--- config.mk ---
export PLATFORM = sky130hd
export DESIGN_NAME = leaf_out_arbiter
export DESIGN_NICKNAME = d
export VERILOG_FILES = /design/src/rtl/leaf_out_arbiter.sv
export SDC_FILE = /design/constraint.sdc
export NUM_CORES = 1
export LEC_CHECK = 0
export CAP_MARGIN = 10
export CORE_ASPECT_RATIO = 1.1
export CORE_MARGIN = 3
export CORE_UTILIZATION = 35
export DETAILED_ROUTE_END_ITERATION = 10
export PLACE_DENSITY_LB_ADDON = 0.25
export SYNTH_ARGS = -nofsm -noshare
export SYNTH_HDL_FRONTEND = slang
export SYNTH_SLANG_ARGS = --single-unit
--- constraint.sdc ---
create_clock -name clk_user -period 4.2 [get_ports clk_user]
set_clock_uncertainty 0.15 [all_clocks]
set_input_delay 0.42 -clock clk_user [delete_from_list [all_inputs] [get_ports clk_user]]
set_output_delay 0.42 -clock clk_user [all_outputs]
set_load 0.03 [all_outputs]
--- src/rtl/leaf_out_arbiter.sv ---
// leaf_out_arbiter: round-robin, burst-locked arbiter that merges NUM_REQ
// operator ap_hs output streams into the single leaf user-to-interface stream.
// A grant is held for up to BURST_LEN words so multi-word messages from one
// operator stay contiguous, and the merged stream leaves through a one-word
// output register.
module leaf_out_arbiter #(
    parameter int NUM_REQ      = 4,
    parameter int PAYLOAD_BITS = 32,
    parameter int BURST_LEN    = 8,
    parameter int REQ_BITS     = $clog2(NUM_REQ)
) (
    input  logic                            clk_user,
    input  logic                            reset,
    input  logic [NUM_REQ*PAYLOAD_BITS-1:0] in_data,
    input  logic [NUM_REQ-1:0]              in_vld,
    output logic [NUM_REQ-1:0]              in_ack,
    output logic [PAYLOAD_BITS-1:0]         out_data,
    output logic                            out_vld,
    input  logic                            out_ack,
    output logic [REQ_BITS-1:0]             out_src,
    output logic                            grant_vld,
    output logic [REQ_BITS-1:0]             grant_id
);

    typedef enum logic [0:0] {
        ST_IDLE  = 1'b0,
        ST_BURST = 1'b1
    } state_t;

    state_t              state_r;
    logic [REQ_BITS-1:0] ptr_r;
    logic [7:0]          cnt_r;

    logic                    load_ok_s;
    logic                    win_found_s;
    logic [REQ_BITS-1:0]     win_idx_s;
    logic                    acc_s;
    logic [REQ_BITS-1:0]     acc_idx_s;
    logic [PAYLOAD_BITS-1:0] sel_word_s;
    logic [REQ_BITS:0]       cand_s;

    // Round-robin successor of a requester index, wrapping at NUM_REQ.
    function automatic logic [REQ_BITS-1:0] next_idx(input logic [REQ_BITS-1:0] idx);
        if (idx == REQ_BITS'(NUM_REQ - 1)) begin
            next_idx = '0;
        end else begin
            next_idx = idx + REQ_BITS'(1);
        end
    endfunction

    // Output register can take a new word when empty or being drained now.
    assign load_ok_s = !out_vld || out_ack;

    // Find the first valid requester starting at ptr, wrapping modulo NUM_REQ.
    always_comb begin
        win_found_s = 1'b0;
        win_idx_s   = '0;
        cand_s      = '0;
        for (int k = 0; k < NUM_REQ; k++) begin
            cand_s = {1'b0, ptr_r} + (REQ_BITS+1)'(k);
            if (cand_s >= (REQ_BITS+1)'(NUM_REQ)) begin
                cand_s = cand_s - (REQ_BITS+1)'(NUM_REQ);
            end else begin
                cand_s = cand_s;
            end
            if (!win_found_s && in_vld[cand_s[REQ_BITS-1:0]]) begin
                win_found_s = 1'b1;
                win_idx_s   = cand_s[REQ_BITS-1:0];
            end else begin
                win_found_s = win_found_s;
            end
        end
    end

    // Decide whether a word is accepted this cycle and from which requester.
    always_comb begin
        acc_s     = 1'b0;
        acc_idx_s = '0;
        if (!reset) begin
            acc_s = 1'b0;
        end else begin
            case (state_r)
                ST_IDLE: begin
                    acc_s     = win_found_s && load_ok_s;
                    acc_idx_s = win_idx_s;
                end
                ST_BURST: begin
                    acc_s     = load_ok_s && in_vld[grant_id];
                    acc_idx_s = grant_id;
                end
                default: begin
                    acc_s     = 1'b0;
                    acc_idx_s = '0;
                end
            endcase
        end
    end

    // One-hot ack and word select for the accepted requester.
    always_comb begin
        in_ack     = '0;
        sel_word_s = '0;
        for (int i = 0; i < NUM_REQ; i++) begin
            in_ack[i]  = acc_s && (acc_idx_s == REQ_BITS'(i));
            sel_word_s = (acc_idx_s == REQ_BITS'(i)) ?
                         in_data[i*PAYLOAD_BITS +: PAYLOAD_BITS] : sel_word_s;
        end
    end

    // Arbitration FSM: grant, burst counting, release and the output register.
    always_ff @(posedge clk_user) begin
        if (!reset) begin
            state_r   <= ST_IDLE;
            ptr_r     <= '0;
            cnt_r     <= 8'd0;
            grant_id  <= '0;
            grant_vld <= 1'b0;
            out_vld   <= 1'b0;
            out_data  <= '0;
            out_src   <= '0;
        end else begin
            case (state_r)
                ST_IDLE: begin
                    if (acc_s) begin
                        grant_id <= acc_idx_s;
                        cnt_r    <= 8'd1;
                        if (BURST_LEN == 1) begin
                            ptr_r <= next_idx(acc_idx_s);
                        end else begin
                            state_r   <= ST_BURST;
                            grant_vld <= 1'b1;
                        end
                    end
                end
                ST_BURST: begin
                    if (acc_s) begin
                        cnt_r <= cnt_r + 8'd1;
                        if (cnt_r == 8'(BURST_LEN - 1)) begin
                            state_r   <= ST_IDLE;
                            grant_vld <= 1'b0;
                            ptr_r     <= next_idx(grant_id);
                        end
                    end else if (load_ok_s) begin
                        // Holder bubbled while the output could load: release.
                        state_r   <= ST_IDLE;
                        grant_vld <= 1'b0;
                        ptr_r     <= next_idx(grant_id);
                    end
                end
                default: begin
                    state_r   <= ST_IDLE;
                    grant_vld <= 1'b0;
                end
            endcase

            if (acc_s) begin
                out_data <= sel_word_s;
                out_src  <= acc_idx_s;
                out_vld  <= 1'b1;
            end else if (out_ack) begin
                out_vld <= 1'b0;
            end
        end
    end

endmodule

Run 1, M1 wires:
The bar under the picture is 20 um long.
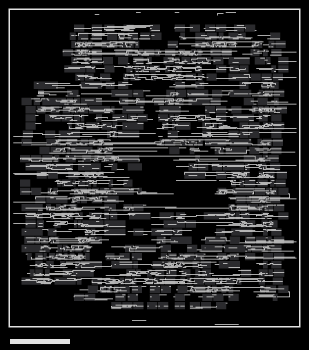
main direction: horizontal
nets with wire on the layer: 580
share of all routed wire: 42%
wire length on this layer: 4,960 um

Run 1, signal wires on met2:
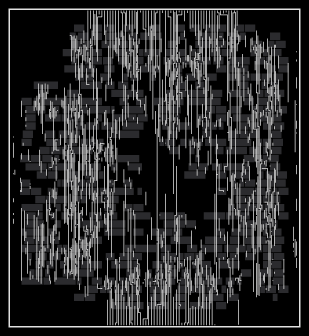
nets with wire on the layer: 573
longest straight run: 45.2 um
share of all routed wire: 48%
vias: 3,832
routing usage on met2: 0.3661

Run 1, metal 3:
The bar under the picture is 20 um long.
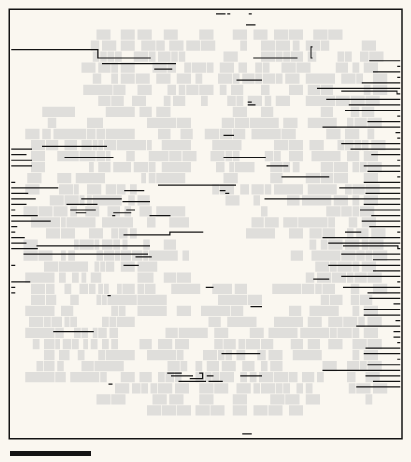
share of all routed wire: 8.2%
nets with wire on the layer: 110
longest straight run: 33.1 um
main direction: horizontal
wire length on this layer: 967 um
Routed WL: 11,810 um
grt met3 use: 0.03355

Run 1, placement view:
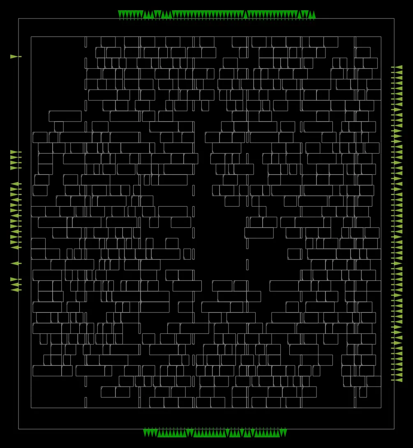
Core ar.: 8539 um^2
tap cells: 111

==> flow_summary.toml, run 1 <==
# synthesis and place-and-route metrics
[final_layout]
antenna_cells = 0
regArea_um2 = 980.9
seq_share = 0.1976
flops = 49
layout_top_cells = "clkdlybuf4s50_1, o21ai_0, dfxtp_1"
mi_logic_area_um2 = 1937
area_growth_pct = 58.21
drive_gt1_frac = 0.04842
nNetsFinal = 673
n_clock_buffer = 6
fin_util = 0.5814
clk_share = 0.01663
reg.largest.list = "out_data x32, cnt_r x8"
final_common_cell = "clkdlybuf4s50_1"

[pwr]
power.group.top = "combinational cells"
powerComb_uw = 834
p_leak_nw = 1.737
seq_power_share = 0.348
clock_power_uw = 274
p_switching_uw = 661.1
pg_seq_uw = 591
p_int_mw = 1.038
irDropWorstVdd_mv = 0.2293
p_per_area_nw_per_um2 = 342.2

[sta]
fin_ws_ps = 621.1
timing.hold.ws_ps = 319.2
clock.fmax_mhz = 279.4
setup_tns_ps = 0
fin_crit_sh = 0.8521
maxSlewHeadroom = 0.5348

[clock_tree]
cts_num_sinks = 49
cts_root_buffer = "clkbuf_8"
postCtsSetupBuffers = 0
cts.repair.resized = 0
clk_pin_slew_ps = 90

[global_route]
grt_pass1_wl_um = 17820
grt_pass1_vias = 3546
grt_max_degree = 67
grt_usage = 0.2181
grt_busiest_layer = "met2"
grt.overflow.total = 0
grt.met1_usage = 0.2791

[floorplan]
dieArea_um2 = 10140

[detailed_routing]
m1WireLength_um = 4963
wl_per_cell_um = 18.23
wl_met2_um = 5614
wl_met3_um = 966

[job]
warning_count = 26

[setup_path]
reg2reg_from = "ptr_r[1]$_SDFFE_PN0P_"
r2r_end = "out_data[12]$_SDFFE_PN0N_"
reg2reg_slack_ps = 1030
critical-path-max-stage-delay_ps = 710
cp_max_fo = 7
crit_path_start = "in_vld[1]"
crit_buf_inv = 2
cp.depth = 7
slowest_stage = "clkdlybuf4s50_1"
end_kind = "output port"

[placement]
port_buffers = 176
place_area_um2 = 4882
dp_slack_ps = 598.3

[yosys]
synth.cell_area_um2 = 3138
synth_flops = 49
syn-instance-count = 393
synth_adder_area_share = 0.007974
ys_sh_mux = 0.02871
floorplan.nets = 530
topCombFamilyByArea = "AND-OR/OR-AND gates"
ys.warnings.count = 0
syn_avg_cell_area_um2 = 7.985
yosysTopAreaCellShare = 0.3126
yosys_area_um2 = 3138
synth-compound-area-share = 0.4203
ys_seq_share = 0.3126

[min_path]
min_from = "out_src[0]$_SDFFE_PN0N_"
min_to = "out_src[0]$_SDFFE_PN0N_"

[status]
status = "complete, no violations"
==> run 1 -> run 2 <==
- CELL_PAD_IN_SITES_DETAIL_PLACEMENT: default -> 0
- CELL_PAD_IN_SITES_GLOBAL_PLACEMENT: default -> 2
- CORE_UTILIZATION: 35 -> 22
- SLEW_MARGIN: default -> 20
Run 2, placement view:
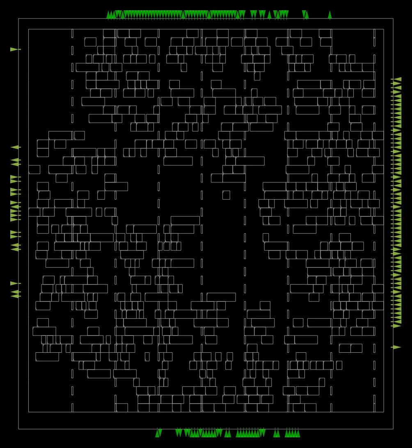
seq_cells: 49
Non-Filler Instances: 728
# rows: 45
Core ar.: 13,910 um^2

==> flow_summary.toml, run 2 <==
# synthesis and place-and-route metrics
[sta]
maxSlewHeadroom = 0.5220
fin_crit_sh = 0.8908
timing.hold.ws_ps = 316.3
setup_tns_ps = 0
fin_ws_ps = 458.7
clock.fmax_mhz = 267.3

[clock_tree]
clk_pin_slew_ps = 70
postCtsSetupBuffers = 0
cts.repair.resized = 0

[final_layout]
seq_share = 0.1904
layout_top_cells = "clkdlybuf4s50_1, o21ai_0, dfxtp_1"
reg.largest.list = "out_data x32, cnt_r x8"
nNetsFinal = 676
area_growth_pct = 64.15
n_clock_buffer = 6
antenna_cells = 0
clk_share = 0.02963
regArea_um2 = 980.9

[global_route]
grt.overflow.total = 0
grt.met1_usage = 0.2083
grt_pass1_wl_um = 21110
grt_pass1_vias = 3759
use_met3 = 0.03917
met2_usage = 0.2748
grt_busiest_layer = "met2"
grt_max_degree = 65

[detailed_routing]
wl_met2_um = 6415
vias = 3768
wl_per_cell_um = 18.04
m1WireLength_um = 5656

[setup_path]
crit_path_start = "in_vld[1]"
slowest_stage = "clkdlybuf4s50_1"
cp_max_fo = 22
end_kind = "output port"
reg2reg_from = "ptr_r[1]$_SDFFE_PN0P_"
critical-path-max-stage-delay_ps = 600
crit_buf_inv = 2
reg2reg_slack_ps = 950
cp.depth = 7
r2r_end = "out_data[25]$_SDFFE_PN0N_"

[pwr]
powerComb_uw = 845
p_int_mw = 1.163
clock_power_uw = 421
p_leak_nw = 1.786
power.group.top = "combinational cells"
pg_seq_uw = 592

[floorplan]
dieArea_um2 = 15730
nWellTaps = 188

[yosys]
ys.warnings.count = 0
yosysTopAreaCellShare = 0.3126
floorplan.nets = 530
synth_adder_area_share = 0.007974
ys_sh_mux = 0.02871
synth_flops = 49
ys_seq_share = 0.3126
syn-instance-count = 393
synth-compound-area-share = 0.4203
yosys_area_um2 = 3138
topCombFamilyByArea = "AND-OR/OR-AND gates"

[status]
status = "complete, no violations"

[placement]
port_buffers = 176

[min_path]
min_from = "out_src[0]$_SDFFE_PN0N_"

[job]
warning_count = 26
==> run 2 -> run 3 <==
- GPL_TIMING_DRIVEN: default -> 0
Run 3, placement view:
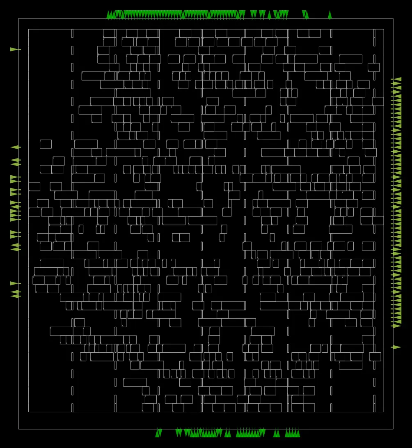
fraction of area in registers: 0.1844
tap cells: 188
# fillers: 1,495
Final Util: 0.3825

==> flow_summary.toml, run 3 <==
# synthesis and place-and-route metrics
[pwr]
p_clk_frac = 0.250
irDropWorstVdd_mv = 0.1485
power.total_mw = 1.971
p_switching_uw = 733.1
seq_power_share = 0.295
pwr-share-comb = 0.455
power.group.top = "combinational cells"
powerComb_uw = 896
sw_frac_of_total = 0.3720
pg_seq_uw = 581
p_leak_nw = 1.863
clock_power_uw = 494
p_int_mw = 1.238

[sta]
finalHoldViolCount = 0
clock.fmax_mhz = 247.1
timing.hold.ws_ps = 323.0
fin_crit_ps = 4046
slew_viol_final = 0
maxSlewHeadroom = 0.5920
setup_tns_ps = 0
fin_crit_sh = 0.9634
tightest_slew_ps = 612.0
fin_ws_ps = 153.7
rsz0062_at_grt = "no"

[yosys]
postSynth.asyncResetShare = 0
synth_flops = 49
syn-instance-count = 393
synth.distinct_cells = 47
edf_count = 0
ys_seq_share = 0.3126
synth.cell_area_um2 = 3138
area_leaders = "dfxtp_1, a22o_1, a32oi_1"
yosysTopAreaCell = "dfxtp_1"
xor_share = 0
ys_sh_mux = 0.02871
yosys_area_um2 = 3138
synth-compound-area-share = 0.4203
ys_top_cells_by_count = "dfxtp_1, o21ai_0, nand3_1, a31oi_1"
topCombFamilyByArea = "AND-OR/OR-AND gates"
yosysTopAreaCellShare = 0.3126
flop_cell = "dfxtp_1"
syn_avg_cell_area_um2 = 7.985
floorplan.nets = 530
ys.warnings.count = 0
synth_adder_area_share = 0.007974
ys_cells = 393

[detailed_routing]
wl_met2_um = 7065
drc = 0
top_layer = "met4"
drtPass1Iterations = 5
wl_um = 14950
detail-route-antenna-nets = 0
wl_met3_um = 848
wl_per_cell_um = 19.54
vias = 4008
viasPerCell = 5.239
drt_iter0_markers = 350
m1WireLength_um = 6706

[setup_path]
r2r_end = "out_data[11]$_SDFFE_PN0N_"
endpoint = "in_ack[2]"
reg2reg_from = "ptr_r[1]$_SDFFE_PN0P_"
cp.depth = 9
crit_family = "buffers and inverters"
reg2reg_slack_ps = 1320
crit_buf_inv = 4
cp_max_fo = 10
critical_path_class = "in2out"
reg2regPathDepth = 9
cp.required_ps = 3630
critical-path-max-stage-delay_ps = 700
crit_path_start = "in_vld[1]"
end_kind = "output port"
slowest_stage = "clkdlybuf4s50_1"
crit_path_start_kind = "input port"
crit_chain = "clkdlybuf4s50_1 > or2_1 > a2111o_1 > a211oi_4 > buf_6 > buf_6 > nor2_1 > nor3_1 > clkdlybuf4s50_1"

[global_route]
grt_pass1_wl_um = 23070
met2_usage = 0.2924
grt.met1_usage = 0.2440
grt_pass1_vias = 4068
grt.overflow.total = 0
antenna_found_initial = 1
grt_max_degree = 15
grt_usage = 0.1841
use_met3 = 0.04735
grt_busiest_layer = "met2"

[floorplan]
die_w_um = 119.9
dieArea_um2 = 15730
core_area_um2 = 13910
die_h_um = 131.3
fp_util = 0.2256
core.rowCount = 45
pin_count = 177

[final_layout]
top_register = "out_data"
nNetsFinal = 712
comb_cells = 294
drive_gt1_frac = 0.06250
flops = 49
layout_top_cells = "clkdlybuf4s50_1, o21ai_0, dfxtp_1"
design_area_um2 = 5320
regArea_um2 = 980.9
n_all_buffers = 222
antenna_cells = 1
reg.largest.list = "out_data x32, cnt_r x8"
final_common_cell = "clkdlybuf4s50_1"
nNonClkInverters = 3
largest_class = "non-clock buffers"
comb_area_share = 0.3608
buf_share = 0.3756
final_cells = 765
clk_share = 0.03246
n_clock_buffer = 7
area_growth_pct = 69.54

[clock_tree]
cts_num_sinks = 49
clk_pin_slew_ps = 70
htree_levels = 2
numCtsBuffers = 5
cts.repair.resized = 1
clk_latency_ps = 300
cts_root_buffer = "clkbuf_16"
holdBufCountCts = 0
postCtsSetupBuffers = 0
cts_tree = "built"

[placement]
dp_slack_ps = -221.0
dp_hpwl_um = 11140
place_inst = 757
gp_congestion = 0.8053
port_buffers = 176

[min_path]
min_to = "out_src[0]$_SDFFE_PN0N_"
min_from = "out_src[0]$_SDFFE_PN0N_"

[status]
status = "complete, no violations"

[job]
cap_violations = 0
warning_count = 26
Power is estimated from default activity; no workload was simulated.
